File: src/rtl/debounce_pkg.sv
// Shared definitions for the multi-channel debouncer: channel state encoding
// and the limits used to validate parameters at elaboration.
package debounce_pkg;

    typedef enum logic [1:0] {
        ST_IDLE         = 2'd0,
        ST_PRESS_WAIT   = 2'd1,
        ST_HELD         = 2'd2,
        ST_RELEASE_WAIT = 2'd3
    } db_state_e;

    localparam int MIN_SYNC_STAGES = 2;
    localparam int MIN_COUNT       = 2;

    // A terminal count must be at least MIN_COUNT and representable in cnt_w bits.
    function automatic bit count_fits(input longint count, input int cnt_w);
        return (count >= longint'(MIN_COUNT)) && (count < (longint'(1) << cnt_w));
    endfunction

endpackage

File: src/rtl/debounce_chan.sv
// One debouncer channel: pin synchroniser, debounce/repeat FSM with a shared
// counter, and registered level/strobe outputs.
module debounce_chan
    import debounce_pkg::*;
#(
    parameter int CNT_W        = 24,
    parameter int SYNC_STAGES  = 2,
    parameter int DB_COUNT     = 1000000,
    parameter int REPEAT_EN    = 1,
    parameter int REPEAT_COUNT = 16000000
) (
    input  logic clk,
    input  logic rst_n,
    input  logic pin_i,
    output logic level_o,
    output logic press_o,
    output logic press_nxt_o,
    output logic release_o,
    output logic repeat_o
);

    localparam logic [CNT_W-1:0] DB_LAST  = CNT_W'(DB_COUNT - 1);
    localparam logic [CNT_W-1:0] RPT_LAST = CNT_W'(REPEAT_COUNT - 1);
    localparam logic [CNT_W-1:0] CNT_ONE  = CNT_W'(1);

    logic [SYNC_STAGES-1:0] sync_q;
    db_state_e              state_q, state_d;
    logic [CNT_W-1:0]       cnt_q, cnt_d;
    logic                   level_q, level_d;
    logic                   press_q, press_d;
    logic                   release_q, release_d;
    logic                   repeat_q, repeat_d;
    logic                   s;

    assign s = sync_q[SYNC_STAGES-1];

    always_ff @(posedge clk or negedge rst_n) begin
        if (!rst_n) begin
            sync_q    <= '0;
            state_q   <= ST_IDLE;
            cnt_q     <= '0;
            level_q   <= 1'b0;
            press_q   <= 1'b0;
            release_q <= 1'b0;
            repeat_q  <= 1'b0;
        end else begin
            sync_q    <= {sync_q[SYNC_STAGES-2:0], pin_i};
            state_q   <= state_d;
            cnt_q     <= cnt_d;
            level_q   <= level_d;
            press_q   <= press_d;
            release_q <= release_d;
            repeat_q  <= repeat_d;
        end
    end

    // The one counter serves both the debounce window and the repeat interval.
    always_comb begin
        state_d   = state_q;
        cnt_d     = cnt_q;
        level_d   = level_q;
        press_d   = 1'b0;
        release_d = 1'b0;
        repeat_d  = 1'b0;
        case (state_q)
            ST_IDLE: begin
                if (s) begin
                    state_d = ST_PRESS_WAIT;
                    cnt_d   = CNT_ONE;
                end
            end
            ST_PRESS_WAIT: begin
                if (!s) begin
                    state_d = ST_IDLE;
                    cnt_d   = '0;
                end else if (cnt_q == DB_LAST) begin
                    state_d = ST_HELD;
                    level_d = 1'b1;
                    press_d = 1'b1;
                    cnt_d   = '0;
                end else begin
                    cnt_d = cnt_q + CNT_ONE;
                end
            end
            ST_HELD: begin
                if (!s) begin
                    state_d = ST_RELEASE_WAIT;
                    cnt_d   = CNT_ONE;
                end else if (REPEAT_EN != 0) begin
                    if (cnt_q == RPT_LAST) begin
                        repeat_d = 1'b1;
                        cnt_d    = '0;
                    end else begin
                        cnt_d = cnt_q + CNT_ONE;
                    end
                end else begin
                    cnt_d = '0;
                end
            end
            ST_RELEASE_WAIT: begin
                // Bounce back high restarts the repeat interval from zero.
                if (s) begin
                    state_d = ST_HELD;
                    cnt_d   = '0;
                end else if (cnt_q == DB_LAST) begin
                    state_d   = ST_IDLE;
                    level_d   = 1'b0;
                    release_d = 1'b1;
                    cnt_d     = '0;
                end else begin
                    cnt_d = cnt_q + CNT_ONE;
                end
            end
            default: begin
                state_d = ST_IDLE;
                cnt_d   = '0;
                level_d = 1'b0;
            end
        endcase
    end

    assign level_o     = level_q;
    assign press_o     = press_q;
    assign press_nxt_o = press_d;
    assign release_o   = release_q;
    assign repeat_o    = repeat_q;

endmodule

File: src/rtl/debounce_multi.sv
// Multi-channel debouncer top: one debounce_chan per input plus a registered
// OR of the press strobes, with elaboration-time parameter checks.
module debounce_multi
    import debounce_pkg::*;
#(
    parameter int CHANNELS     = 4,
    parameter int CNT_W        = 24,
    parameter int SYNC_STAGES  = 2,
    parameter int DB_COUNT     = 1000000,
    parameter int REPEAT_EN    = 1,
    parameter int REPEAT_COUNT = 16000000
) (
    input  logic                clk,
    input  logic                rst_n,
    input  logic [CHANNELS-1:0] i_i,
    output logic [CHANNELS-1:0] level_o,
    output logic [CHANNELS-1:0] press_o,
    output logic [CHANNELS-1:0] release_o,
    output logic [CHANNELS-1:0] repeat_o,
    output logic                any_press_o
);

    if (SYNC_STAGES < MIN_SYNC_STAGES) begin : g_bad_sync
        $error("debounce_multi: SYNC_STAGES must be at least 2");
    end
    if (!count_fits(longint'(DB_COUNT), CNT_W)) begin : g_bad_db
        $error("debounce_multi: DB_COUNT out of range for CNT_W");
    end
    if (!count_fits(longint'(REPEAT_COUNT), CNT_W)) begin : g_bad_rpt
        $error("debounce_multi: REPEAT_COUNT out of range for CNT_W");
    end

    logic [CHANNELS-1:0] press_nxt;
    logic                any_press_q;

    for (genvar ch = 0; ch < CHANNELS; ch++) begin : g_chan
        debounce_chan #(
            .CNT_W        (CNT_W),
            .SYNC_STAGES  (SYNC_STAGES),
            .DB_COUNT     (DB_COUNT),
            .REPEAT_EN    (REPEAT_EN),
            .REPEAT_COUNT (REPEAT_COUNT)
        ) u_chan (
            .clk         (clk),
            .rst_n       (rst_n),
            .pin_i       (i_i[ch]),
            .level_o     (level_o[ch]),
            .press_o     (press_o[ch]),
            .press_nxt_o (press_nxt[ch]),
            .release_o   (release_o[ch]),
            .repeat_o    (repeat_o[ch])
        );
    end

    // Registered from the channels' next-state press so it lines up with press_o.
    always_ff @(posedge clk or negedge rst_n) begin
        if (!rst_n) begin
            any_press_q <= 1'b0;
        end else begin
            any_press_q <= |press_nxt;
        end
    end

    assign any_press_o = any_press_q;

endmodule

File: config.mk
export PLATFORM = sky130hd
export DESIGN_NAME = debounce_multi
export DESIGN_NICKNAME = d
export VERILOG_FILES = /design/src/rtl/debounce_pkg.sv /design/src/rtl/debounce_chan.sv /design/src/rtl/debounce_multi.sv
export SDC_FILE = /design/constraint.sdc
export NUM_CORES = 1
export LEC_CHECK = 0
export CAP_MARGIN = 40
export CORE_AREA = 10 10 160 162
export CTS_BUF_LIST = sky130_fd_sc_hd__clkbuf_8
export DETAILED_ROUTE_END_ITERATION = 7
export DIE_AREA = 0 0 170 172
export MAX_ROUTING_LAYER = met4
export PLACE_DENSITY_LB_ADDON = 0.12
export REMOVE_ABC_BUFFERS = 1
export SYNTH_ARGS = -nofsm -noshare
export SYNTH_HDL_FRONTEND = slang
export SYNTH_HIERARCHICAL = 1
export SYNTH_SLANG_ARGS = --single-unit
export TNS_END_PERCENT = 50
File: constraint.sdc
create_clock -name clk -period 3.8 [get_ports clk]
set_input_delay 0.76 -clock clk [delete_from_list [all_inputs] [get_ports clk]]
set_output_delay 0.76 -clock clk [all_outputs]
set_load 0.005 [all_outputs]
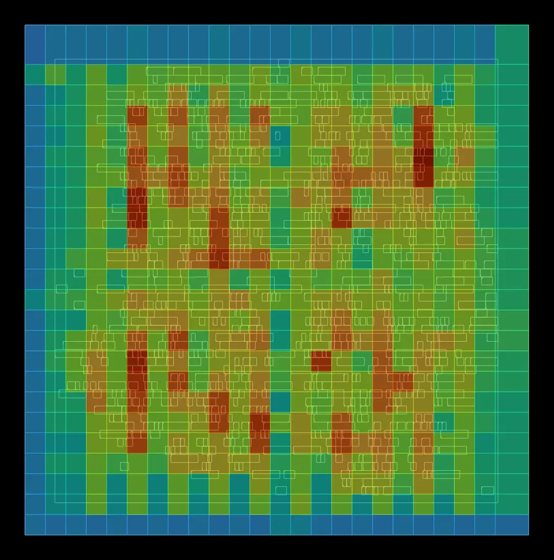
(run_1/congestion_map.png)
Core Util, Final: 38.53%
GR met3 Demand/Resource: 2.485%

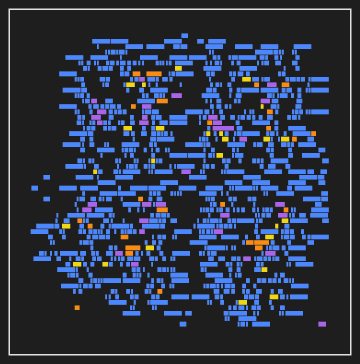
(run_1/sizing.png)
Scale: 2 px per µm.
| color | size | cells | most used |
|---|---|---|---|
| purple | x6 and larger | 31 | clkbuf_8 |
| orange | x3 and x4 | 25 | buf_4 |
| yellow | x2 | 25 | or2_2 |
| blue | x1 and smaller | 849 | nand2_1 |

==> flow_metrics.env, run 1 <==
# physical design summary
export IMPL_path_cells="nand4b_1, nor4_1, a31oi_2, buf_4, or2_0, a221o_1"
export IMPL_critPathLaunchType="flip-flop"
export IMPL_grt_overflow_total=0
export IMPL_lay_top_cells="nand2_1 (172), dfrtp_1 (129), nor2_1 (58)"
export IMPL_status="finished clean"
export IMPL_ys_cells=922
export IMPL_grt_util_met2_pct=21.85
export IMPL_synthArstFlopShare_pct=100.0
export IMPL_vias_per_cell=5.458
export IMPL_diodes=0
export IMPL_cp_endpoint="g_chan[0].u_chan/cnt_q[17]"
export IMPL_die_height_um=172
export IMPL_ir_drop_uv=167.0
export IMPL_postRouteAntennaNets=0
export IMPL_yosysChipArea_mm2=0.007764
export IMPL_area_delta_synth_final_pct=11.01
export IMPL_ys_types=73
export IMPL_warning_count=25
export IMPL_drive_gt1_share_pct=8.710
export IMPL_syn_inst=922
export IMPL_fin_setup_tns_ns=0
export IMPL_synth_flops=129
export IMPL_worst_r2r_endpoint="g_chan[0].u_chan/cnt_q[17]"
export IMPL_fin_crit_sh_pct=63.13
export IMPL_hold_viol=0
export IMPL_num_vias=6631
export IMPL_timing_fmax_mhz=416.8
export IMPL_xor_area_share_pct=1.579
export IMPL_cts_repair_resized=0
export IMPL_final_area_mm2=0.008618
export IMPL_cp_required_ns=4.13
export IMPL_hpwl_um=13340
export IMPL_ys_sh_simple_pct=33.67
export IMPL_num_rows=55
export IMPL_place_congestion=0.8136
export IMPL_root_buffer="clkbuf_8"
export IMPL_io_pins=23
export IMPL_powerDensity_mw_per_mm2=313.1
export IMPL_p_leak_nw=3.614
export IMPL_hold_ws_ns=0.3166
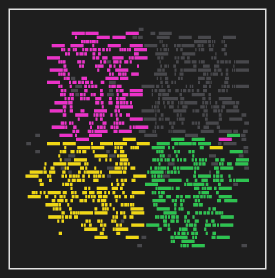
(run_1/blocks.png)
Scale: 1.5 px per µm.
| color | instance | cells |
|---|---|---|
| magenta | g_chan[0].u_chan | 216 |
| green | g_chan[1].u_chan | 221 |
| yellow | g_chan[2].u_chan | 222 |
not colored: 271
Post-Layout Cell Count: 1215
die area: 0.02924 mm²

run 1: metrics by stage:
step                      worst slack (ns)  power (mW)
after floorplan                      1.138       1.507
after global placement               1.283       1.582
after detailed placement             1.390       1.589
after global routing                 1.182       2.826
after CTS                            1.393       2.747
final                                1.401       2.698
run 1: routing by layer:
layer	vias up	part of all wire (%)
met2	89	45
met1	3179	51
met4	0	1.1
met5	-	0
li1	3347	-
met3	16	3.1
run 1: critical path, delay by kind of cell, from the launching register on:
family                 cells  cell delay (ns)
AND/OR/NAND/NOR            3             0.88
flip-flops                 1             0.47
AND-OR/OR-AND              2             0.65
buffers and inverters      1             0.29
run 1: cells in the mapped netlist (24+ instances only):
| cell | instances | area share [%] |
|---|---|---|
| inv_1 | 25 | 1.2 |
| nand2_1 | 172 | 8.3 |
| nand3_1 | 36 | 2.3 |
| dfrtp_1 | 129 | 42 |
| nor3_1 | 29 | 1.9 |
| o21ai_0 | 33 | 2.1 |
| nor4_1 | 24 | 1.9 |
| nor2_1 | 58 | 2.8 |
| o22ai_1 | 55 | 4.4 |
| and2_1 | 41 | 3.3 |
| nand4_1 | 30 | 2.4 |
| clkbuf_1 | 38 | 1.8 |
run 1: cell families after synthesis:
group / count (synthesis)
AOI/OAI and AO/OA: 197
xor gates and xnor gates: 14
adders and majority gates: 4
buffers and inverters: 86
DFF: 129
muxes: 1
and+or+nand+nor: 491
run 1: worst min path at each step:
stage	end	slack, ns	cells after the start
3_5_place_dp	g_chan[1].u_chan/sync_q[1]	0.34	0
5_1_grt	g_chan[3].u_chan/sync_q[1]	0.37	0
2_1_floorplan	g_chan[0].u_chan/sync_q[1]	0.33	0
6_report	g_chan[1].u_chan/cnt_q[20]	0.32	1
4_1_cts	g_chan[1].u_chan/cnt_q[16]	0.35	1
3_3_place_gp	g_chan[1].u_chan/sync_q[1]	0.35	0
run 1: sequential cells by signal, summed over array words and instances, names as in the netlist, named ones only:
register                 cells
any_press_o                  1
g_chan.u_chan/repeat_o       4
g_chan.u_chan/level_o        4
g_chan.u_chan/release_o      4
g_chan.u_chan/state_q        4
g_chan.u_chan/cnt_q         96
g_chan.u_chan/sync_q         8
g_chan.u_chan/press_o        4
run 1: power breakdown:
part / switching [mW] / leakage, nW / total (mW) / internal, mW
sequential: 0.0299 / 1.76 / 1.42 / 1.39
clock: 0.618 / 0.177 / 1.14 / 0.522
combinational: 0.0910 / 1.68 / 0.137 / 0.0456
run 1: area by class of cell:
class                      instances  area [µm²]
inverter                          25       93.84
timing repair buffer              37       371.6
sequential                       129        3228
multi-input combinational        707        4200
tap                              285       356.6
fill                            2262       13750
clock buffer                      17       234.0
clock inverter                    15       133.9
==> run 2, diff against run 1 <==
==> constraint.sdc (replaced) <==
create_clock -name clk -period 2.5 [get_ports clk]
set_input_delay 0.5 -clock clk [delete_from_list [all_inputs] [get_ports clk]]
set_output_delay 0.5 -clock clk [all_outputs]
set_load 0.005 [all_outputs]
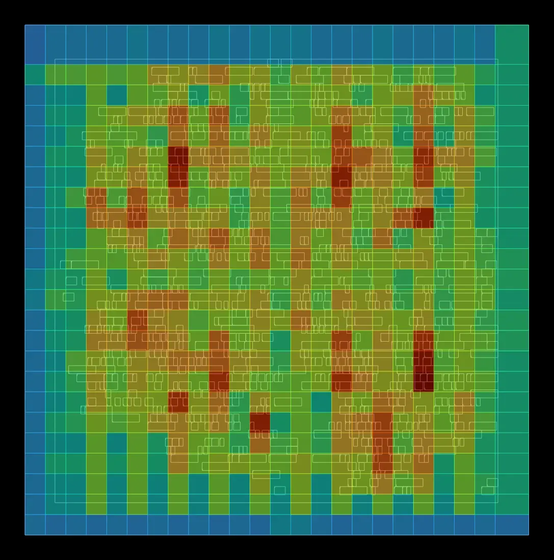
(run_2/congestion_map.png)
M2 GR Usage: 21.78%
Core Util, Final: 40.19%
All-Layer GR Usage: 14.61%
GRT busiest layer: met2

==> flow_metrics.env, run 2 <==
# physical design summary
export IMPL_die_height_um=172
export IMPL_top_cell_area_share_pct=41.58
export IMPL_timing_fmax_mhz=442.3
export IMPL_postRouteAntennaNets=0
export IMPL_area_delta_synth_final_pct=15.78
export IMPL_ys_types=73
export IMPL_diodes=0
export IMPL_cp_required_ns=2.84
export IMPL_grt_overflow_total=0
export IMPL_powerDensity_mw_per_mm2=502.1
export IMPL_fin_crit_sh_pct=90.43
export IMPL_top_regs="g_chan.u_chan/cnt_q x96, g_chan.u_chan/sync_q x8"
export IMPL_root_buffer="clkbuf_8"
export IMPL_p_leak_nw=3.868
export IMPL_topCellsByArea="dfrtp_1 (42%), nand2_1 (8.3%), o22ai_1 (4.4%)"
export IMPL_most_common_cell="nand2_1"
export IMPL_yosysChipArea_mm2=0.007764
export IMPL_ir_drop_uv=247.2
export IMPL_place_congestion=0.8317
export IMPL_warning_count=25
export IMPL_io_pins=23
export IMPL_cts_repair_resized=0
export IMPL_hold_viol=0
export IMPL_ys_cells=922
export IMPL_syn_inst=922
export IMPL_critPathLaunchType="flip-flop"
export IMPL_final_area_mm2=0.008989
export IMPL_yosysTopAreaCell="dfrtp_1"
export IMPL_largest_register="g_chan.u_chan/cnt_q"
export IMPL_drive_gt1_share_pct=12.37
export IMPL_num_vias=6751
export IMPL_status="finished clean"
export IMPL_common_cells="nand2_1 (172), dfrtp_1 (129), nor2_1 (58), o22ai_1 (55), and2_1 (41)"
export IMPL_chipArea_mm2=0.02924
export IMPL_num_rows=55
==> run 2: cell counts after synthesis <==
Identical to the previous run, type by type.
==> run 2: path summary, 6_finish.rpt <==
kind	end	cells after the start
worst max-delay path	g_chan[0].u_chan/cnt_q[17]	6
worst min-delay path	g_chan[3].u_chan/sync_q[1]	0
worst max register to register	g_chan[0].u_chan/cnt_q[17]	6
worst min register to register	g_chan[3].u_chan/sync_q[1]	0
max in group asynchronous	g_chan[0].u_chan/cnt_q[7]	3
min in group asynchronous	g_chan[1].u_chan/cnt_q[13]	2
==> run 2: layout make-up <==
class / instances / area (µm²)
Inverter: 25 / 93.84
Multi-Input combinational cell: 707 / 4188
Clock buffer: 18 / 247.7
Tap cell: 285 / 356.6
Timing Repair Buffer: 77 / 661.9
Sequential cell: 129 / 3228
Clock inverter: 14 / 212.7
Fill cell: 2265 / 13380
==> run 2: kinds of logic (layout without fill, tap and decap cells) <==
family	count (synthesis)	after routing	share of synthesized area (%)
simple gates	491	491	33.67
mux	1	1	0.1450
buf+inv	86	134	4.883
fa+ha+maj	4	4	0.6447
flops	129	129	41.58
compound gates	197	197	17.50
xor+xnor	14	14	1.579
==> run 2: metal layers <==
| layer | vias up | track usage, % | part of all wire (%) |
|---|---|---|---|
| met5 | - | - | 0 |
| met4 | 0 | 3.623 | 0.99 |
| met3 | 16 | 3.078 | 2.9 |
| met2 | 90 | 21.78 | 45 |
| met1 | 3219 | 19.86 | 51 |
| li1 | 3426 | - | - |
==> run 2: metrics by stage <==
stage | utilization (%) | std cells | worst slack, ns | hold slack, ns
global route | 40.19 | 1255 | 0.09902 | 0.3709
finish | 40.19 | 1255 | 0.2393 | 0.3640
floorplan | - | 861 | -0.1625 | 0.2044
global placement | 38.09 | 1222 | 0.2888 | 0.3415
CTS | 40.19 | 1255 | 0.2279 | 0.3647
detailed placement | 38.09 | 1222 | 0.2383 | 0.3463
==> run 2: timing repair <==
| action | in CTS | in global routing |
|---|---|---|
| hold buffers | 1 | 0 |
| endpoints found under the hold margin | 9 | 0 |
| buffers inserted | 0 | 0 |
==> run 2: critical path, stage by stage, from the launching register on <==
cell and delay [ns]:
dfrtp_1 0.41, ha_1 0.26, and4_1 0.25, nand4_1 0.18, o311a_4 0.48, or2_0 0.24
a221o_1 0.32
==> run 2: where the power goes <==
| part | switching (mW) | internal (mW) |
|---|---|---|
| registers | 0.0413 | 2.12 |
| clock network | 0.914 | 1.21 |
| logic | 0.148 | 0.0815 |
==> run 3, diff against run 2 <==
--- a/config.mk
+++ b/config.mk
@@ -6,15 +6,14 @@
 export NUM_CORES = 1
 export LEC_CHECK = 0
 export CAP_MARGIN = 40
-export CORE_AREA = 10 10 160 162
+export CORE_AREA = 10 10 164 166
 export CTS_BUF_LIST = sky130_fd_sc_hd__clkbuf_8
 export DETAILED_ROUTE_END_ITERATION = 7
-export DIE_AREA = 0 0 170 172
+export DIE_AREA = 0 0 174 176
 export MAX_ROUTING_LAYER = met4
 export PLACE_DENSITY_LB_ADDON = 0.12
 export REMOVE_ABC_BUFFERS = 1
 export SYNTH_ARGS = -nofsm -noshare
 export SYNTH_HDL_FRONTEND = slang
-export SYNTH_HIERARCHICAL = 1
 export SYNTH_SLANG_ARGS = --single-unit
 export TNS_END_PERCENT = 50
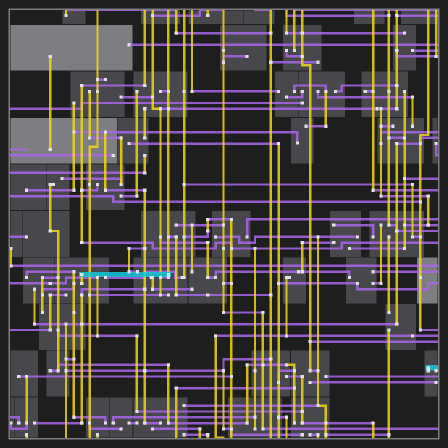
(run_3/closeup.png)
Window x 31 to 56, y 120 to 145 µm. Cells in gray, sequential cells in the stronger gray; small squares are vias.
| color | layer |
|---|---|
| yellow | M2 |
| cyan | M3 |
| purple | M1 |
most frequent: nand2_1 (4), o32ai_1 (4), buf_4 (4)
netlist names of flops here include: g_chan.u_chan.cnt_q (2)
sequential cells in the window: 2
cells with their middle in the window: 39

==> flow_metrics.env, run 3 <==
# physical design summary
export IMPL_grt_pass1_vias=6954
export IMPL_most_common_cell="nand2_1"
export IMPL_critPathSlowestCell="or4_4"
export IMPL_path_class="reg -> reg"
export IMPL_tritoncts="yes"
export IMPL_postRouteAntennaNets=0
export IMPL_slew_violations=0
export IMPL_max_stage_delay_ns=0.55
export IMPL_status="finished clean"
export IMPL_endpoint_kind="flip-flop"
export IMPL_grt_overflow_total=0
export IMPL_lay_top_count="nand2_1"
export IMPL_path_cells="or4_4, or4_4, o31a_4, nor2_2, o211ai_1"
export IMPL_min_path_type="in -> async"
export IMPL_drive_gt1_share_pct=16.12
export IMPL_hold_viol=0
export IMPL_crit_family="simple AND/OR/NAND/NOR gates"
export IMPL_antenna_found_initial=0
export IMPL_fp_utilization_pct=34.00
export IMPL_ys_cells=952
export IMPL_num_rows=57
export IMPL_cts_path_max_buffers=2
export IMPL_dp_cells=1303
export IMPL_worst_pin_slew_ns=0.7584
export IMPL_wl_per_cell_um=16.58
export IMPL_topCellsByArea="dfrtp_1 (40%), nand2_1 (8.3%), o21ai_0 (2.7%)"
export IMPL_edf_count=0
export IMPL_track_usage_pct=14.79
export IMPL_first_pass_iters=5
export IMPL_hold_ws_ns=0.0007447
export IMPL_setup_viol=0
export IMPL_num_vias=7292
export IMPL_synth_flops=129
export IMPL_syn_inst=952
export IMPL_critPathLaunchType="flip-flop"
export IMPL_cp_required_ns=2.83
export IMPL_insertion_delay_ns=0.46
export IMPL_cp_common_cell="or4_4"
export IMPL_ys_types=79
export IMPL_crit_cells=5
export IMPL_synth_avg_cell_area_um2=8.506
export IMPL_crit_buf_inv=0
export IMPL_top_cell_area_share_pct=39.86
export IMPL_top_regs="g_chan.u_chan.cnt_q x96, g_chan.u_chan.sync_q x8"
export IMPL_p_leak_nw=3.968
export IMPL_grt_first_pass_wirelength_um=37000
export IMPL_post_cts_buffers=0
export IMPL_die_height_um=176
export IMPL_fin_crit_sh_pct=96.11
export IMPL_cap_viol_max_count=0
export IMPL_chipArea_mm2=0.03062
export IMPL_numCtsBuffers=17
export IMPL_route_detailed_drc=0
export IMPL_io_pins=23
export IMPL_finalNetCount=1008
export IMPL_root_buffer="clkbuf_8"
export IMPL_syn_area_mm2=0.008098
export IMPL_reg2reg_depth=5
export IMPL_yosysChipArea_mm2=0.008098
export IMPL_largest_register="g_chan.u_chan.cnt_q"
export IMPL_powerDensity_mw_per_mm2=498.6
export IMPL_drt_initial_drc_count=491
export IMPL_yosys_warnings=0
export IMPL_yosysTopAreaCell="dfrtp_1"
export IMPL_warning_count=25
export IMPL_common_cells="nand2_1 (178), dfrtp_1 (129), nor2_1 (49), o21ai_0 (44), clkbuf_1 (43)"
export IMPL_wirelength_um=22140
export IMPL_core_mm2=0.02382
export IMPL_rsz0062_at_grt="no"
export IMPL_crit_fanout=11
export IMPL_place_congestion=0.8106
export IMPL_timing_fmax_mhz=416.2
export IMPL_cts_clk_slew_worst_paths_ns=0.08
export IMPL_hpwl_um=15350
export IMPL_layoutNonFillerInstCount=1335
export IMPL_synthArstFlopShare_pct=100.0
export IMPL_ir_drop_uv=252.1
export IMPL_seq_area_frac_synth_pct=39.86
export IMPL_diodes=0
export IMPL_area_delta_synth_final_pct=16.36
run 3: netlist changes by cell type after synthesis, moves of 8 or more:
| cell | change |
|---|---|
| o21ai_1 | -8 |
| nor2b_1 | -10 |
| o31a_1 | +8 |
| nor3_1 | +9 |
| o21ai_0 | +11 |
| and2_1 | -21 |
| nor2_1 | -9 |
| a22oi_1 | -8 |
| buf_4 | +15 |
| o22ai_1 | -24 |
| o32ai_1 | +25 |
run 3: worst paths after layout:
kind | startpoint | end
worst min register to register | g_chan[2].u_chan.sync_q[0] | g_chan[2].u_chan.sync_q[1]
min in group clk | g_chan[2].u_chan.sync_q[0] | g_chan[2].u_chan.sync_q[1]
max in group asynchronous | rst_n | g_chan[3].u_chan.cnt_q[11]
worst min-delay path | rst_n | g_chan[0].u_chan.cnt_q[9]
worst max register to register | g_chan[3].u_chan.cnt_q[15] | g_chan[3].u_chan.cnt_q[5]
worst max-delay path | g_chan[3].u_chan.cnt_q[15] | g_chan[3].u_chan.cnt_q[5]
run 3: metrics by stage:
step	setup TNS, ns	area, µm²	utilization (%)	setup WS, ns
6_report	0	9423	39.56	0.09729
5_1_grt	0	9423	39.56	0.006160
4_1_cts	0	9397	39.45	0.09746
3_5_place_dp	0	8990	37.74	0.1026
3_3_place_gp	0	8990	37.74	0.1220
2_1_floorplan	-7.754	7654	-	-0.3640
run 3: timing repair:
action	in CTS	in global routing
hold endpoints to repair	0	0
gates resized	0	4
hold buffers	0	0
endpoints found under the setup margin	0	8
run 3: report_power, final:
| part | switching, mW | internal (mW) | leakage, nW |
|---|---|---|---|
| clock | 0.872 | 1.02 | 0.215 |
| sequential | 0.0941 | 2.15 | 1.76 |
| combinational | 0.369 | 0.195 | 1.99 |
run 3: layout make-up:
class / instances / area (µm²)
clock buffer: 19 / 261.5
clock inverter: 13 / 145.1
fill: 2463 / 14400
inverter: 24 / 90.09
multi-input combinational: 719 / 4408
sequential: 129 / 3228
tap: 324 / 405.4
timing repair buffer: 107 / 884.6
run 3: per-layer routing:
layer,track usage (%),vias up,routed length [µm]
li1,-,3627,-
met1,19.69,3552,11080
met2,23.16,94,10240
met3,1.837,19,529
met4,4.489,0,286
met5,-,-,0
run 3: cells by family (layout without fill, tap and decap cells):
family          Yosys count  count (layout)  synth area share [%]
flops                   129             129                 39.86
compound gates          218             218                 19.61
simple gates            487             487                 32.09
mux                       5               5                0.6798
fa+ha+maj                 4               4                0.6181
xor+xnor                  5               5                0.5409
buf+inv                 104             163                 6.597

==> screenshots <==
Signal wires on met1.
Scale: 3 px per µm.
(a)
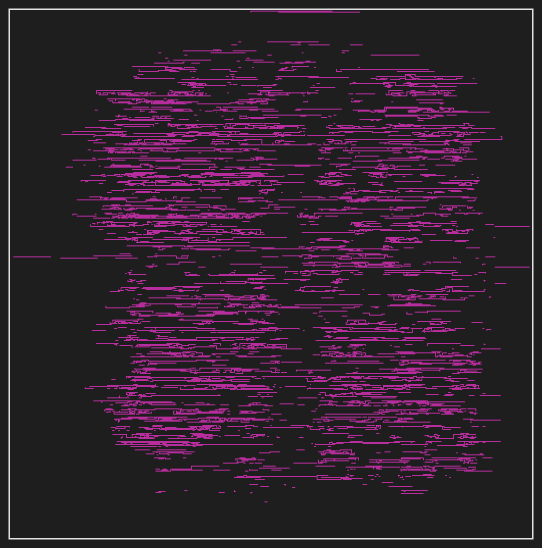
(b)
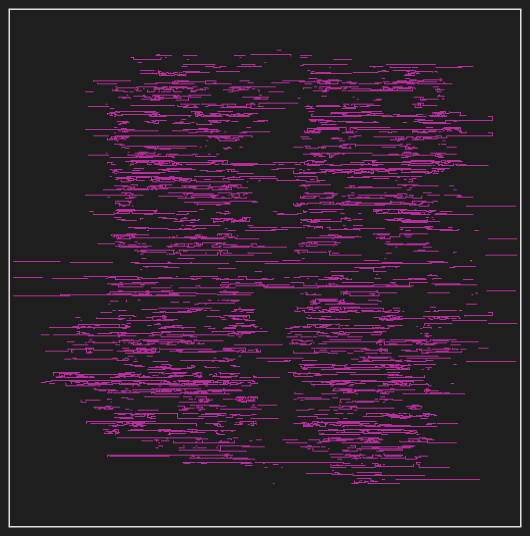
Run 1 is (b).
Run 3 is (a).

Key to (b):
main direction: horizontal
longest straight run: 55.7 µm
wire length on this layer: 9900 µm
nets with wire on the layer: 869
share of all routed wire: 51%

Power figures rest on the tool's default switching activity, not on a simulated workload.
